==> config.mk <==
export PLATFORM = sky130hd
export DESIGN_NAME = draw_scheduler
export DESIGN_NICKNAME = d
export VERILOG_FILES = /design/src/rtl/draw_scheduler.sv
export SDC_FILE = /design/constraint.sdc
export NUM_CORES = 1
export LEC_CHECK = 0
export CAP_MARGIN = 30
export CORE_UTILIZATION = 45
export CTS_CLUSTER_SIZE = 20
export DETAILED_ROUTE_END_ITERATION = 8
export PLACE_DENSITY = 0.7
export SYNTH_ARGS = -nofsm -noshare
export SYNTH_HDL_FRONTEND = slang
export SYNTH_SLANG_ARGS = --single-unit
==> constraint.sdc <==
create_clock -name clk -period 7.63 [get_ports clk]
set_input_delay 1.526 -clock clk [delete_from_list [all_inputs] [get_ports clk]]
set_output_delay 1.526 -clock clk [all_outputs]
set_load 0.1 [all_outputs]
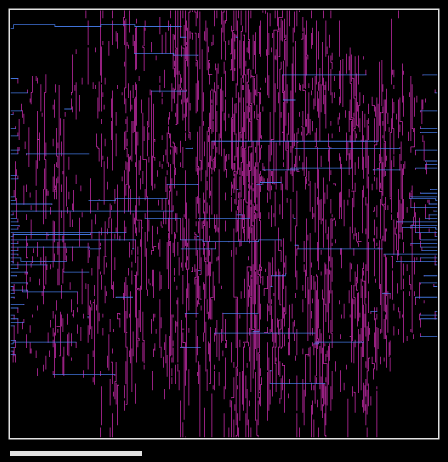
**Above:** signal wires by layer.
Bar = 50 µm. Only two layers are drawn.
Key: blue = metal 3 [wire length 1330 µm]; magenta = metal 2 [wire length 12200 µm]
DRT Wirelength: 24.5 mm
Tot GR Track Use: 19.5%
total number of vias: 6897

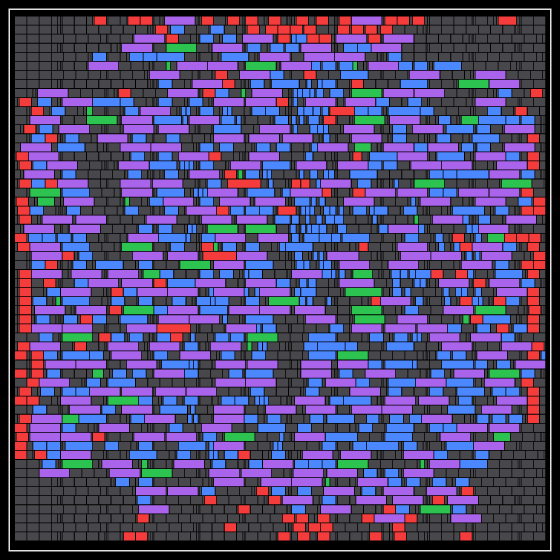
**Above:** placement by cell class.
Fill, decap, tap and diode cells in grey.
Key: green = clock drivers and dummy loads [cells 52, share of their area 6.5%]; blue = combinational and other logic [cells 460, share of their area 36%]; red = other buffers and delay cells [cells 165, share of their area 12%]; purple = flops [cells 255, share of their area 46%]
Core Box Area: 25200 µm²
flop share of the area: 44.4%
row count: 58
cell area after layout: 14400 µm²

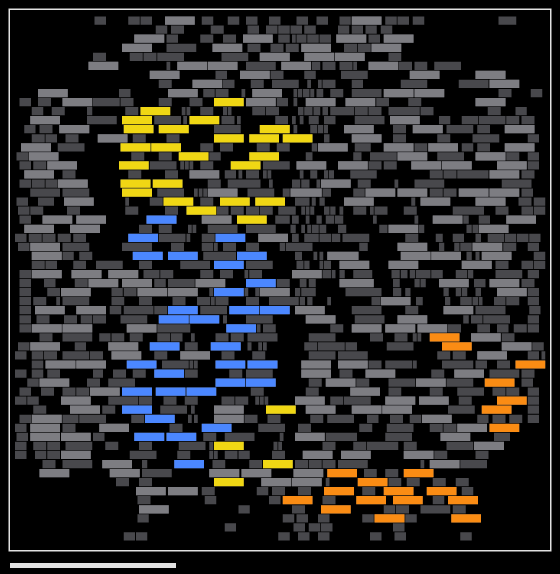
**Above:** sequential cells grouped by signal name.
Bar = 50 µm.
Key: blue = prev_x_q [sequential cells 32]; orange = snap_h_q [sequential cells 20, where south-east]; yellow = prev_y_q [sequential cells 28]
Another 175 sequential cells are not coloured.
Sequential Area: 6390 µm²
sequential power: 2.27 mW
Layout Utilization: 57.1%

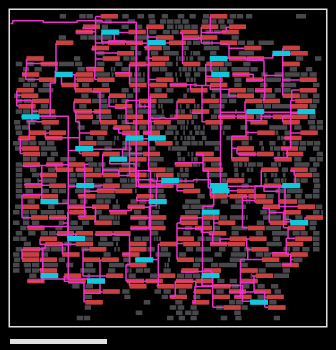
**Above:** clock distribution.
Bar = 50 µm.
Key: red = flip-flops [count 255]; magenta = clock wires [length 3120 µm]; cyan = clock drivers [count 28]
Position of the flops: widely spread. There are 29 routed clock nets.
Fin Clk Skew: 0.0292 ns
clock network fraction of design power: 20.4%
Insertion Delay late pin: 0.55 ns
clk pwr: 1.31 mW

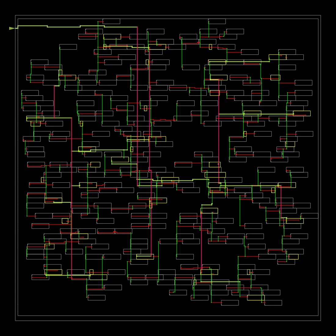
**Above:** the clock network.
CTS Buf Count: 28
num sequential: 255

==> GITHUB_STEP_SUMMARY <==
## PnR job results

| Metric | Value |
|---|---|
| Status | finished clean |
| CTS sink cnt | approximately 260 |
| Cell mode on critical path | clkdlybuf4s50_1 |
| Share of layout cells above drive strength 1 | a little under two fifths |
| DR WL/cell | between 15 and 20 µm |
| Tool warnings | 33 |
| CP endpoint kind | primary output |
| Worst slew pin tran | slightly above 1 ns |
| Die width | between 150 and 200 µm |
| Pleak | approximately 6.3 nW |
| Final ANT Viol Nets | 0 |
| Worst path max stage delay | around 1.1 ns |
| PortBufs | ~150 |
| Io pins | roughly 160 |
| Synth Cell Area | roughly 12000 µm² |
| Hpwl dp | around 15 mm |
| Top cells by area | dfrtp_1, mux2_2, mux4_2 |
| Register share after synthesis | between 50 and 60% |
| Post-synth ARST share | 100% |
| Fillers | 2040 |
| Most instantiated logic cells after routing | dfrtp_1, mux2_2, clkdlybuf4s50_1, nand2_1, mux4_2 |
| DIE HEIGHT | roughly 160 µm |
| Cell Type Count | 39 |
| Number of max-slew violations in the final report | 0 |
| Cts-stage hold buffer count | 0 |
| Worst-path fanout max | 5 |
| CP Depth | 3 |
| Logic family by area | multiplexers |
| Final Hold Fails | 0 |
| Hold Slack | 0.477 ns |
| Total grt overflow | 0 |
| Total power | roughly 6.4 mW |
| CP delay by family, top | buffers and inverters |
| Max Cap Viol | 0 |
| Reg2Reg Setup Slack | 3.82 ns |
| Initial antenna violation count | 0 |
| Post-CTS Resized | 0 |
| XOR Share, Synth | 0% |
| Post-synthesis adder-cell area fraction | less than 1% |
| Cell area power density | about 450 nW/µm² |
| CP max-delay cell | clkdlybuf4s50_1 |
| 1st-pass router iterations | 4 |
| Post-route setup slack | approximately 2.7 ns |
| Share of Yosys cell area claimed by the top area cell type | a little under three fifths |
| Starting Density | 45.9% |
| Simple share | about 3.8% |
| Final setup violating endpoints | 0 |
| CP bufs+invs | 2 |
| WS Path Type | input pin to primary output |
| Cells after synthesis | between 700 and 800 |
| Net count after synthesis | 888 |
| RSZ-0062 raised after global routing | no |
| Clk buf depth | 3 |
| Vias in the first global route | roughly 7400 |
| Cell type with the largest total area | dfrtp_1 |
| Setup TNS | 0 ns |
| Worst hold stages | 1 |
| YS chip area | 11600 µm² |
| H-tree levels | 1 |
## report_power, final
part	switching [mW]	internal [mW]
clock network	0.527	0.782
logic	1.52	1.32
registers	0.364	1.91
total	2.41	4.01
## layer usage
metal | routed length [µm] | global-route usage, %
met1 | 10500 | 25.6
met2 | 12200 | 32.9
met3 | 1330 | 3.70
met4 | 557 | 5.92
met5 | 0 | 0
## kinds of logic (layout without fill, tap and decap cells)
| family | Yosys count | in the layout |
|---|---|---|
| and+or+nand+nor | 102 | 102 |
| other | 1 | 1 |
| AOI/OAI and AO/OA | 43 | 43 |
| DFF | 255 | 255 |
| buffers and inverters | 53 | 221 |
| muxes | 306 | 306 |
| adders and majority gates | 4 | 4 |
## final cells by class
class	count	area share [%]
well taps	330	2.87
inverters	4	0.104
multi-input cells	456	34.4
clock inverters	6	0.487
repair buffers	165	11.9
clock buffers	46	5.83
flip-flops and latches	255	44.4
## synth_stat cells (5+ instances only)
cell type,instances
a21oi_1,7
clkbuf_1,29
nand2_1,73
nor2_1,5
mux2_2,233
buf_2,11
dfrtp_1,255
mux4_1,6
o21ai_0,22
mux4_2,59
nand3_1,5
mux2i_1,8
Power is estimated from default activity; no workload was simulated.
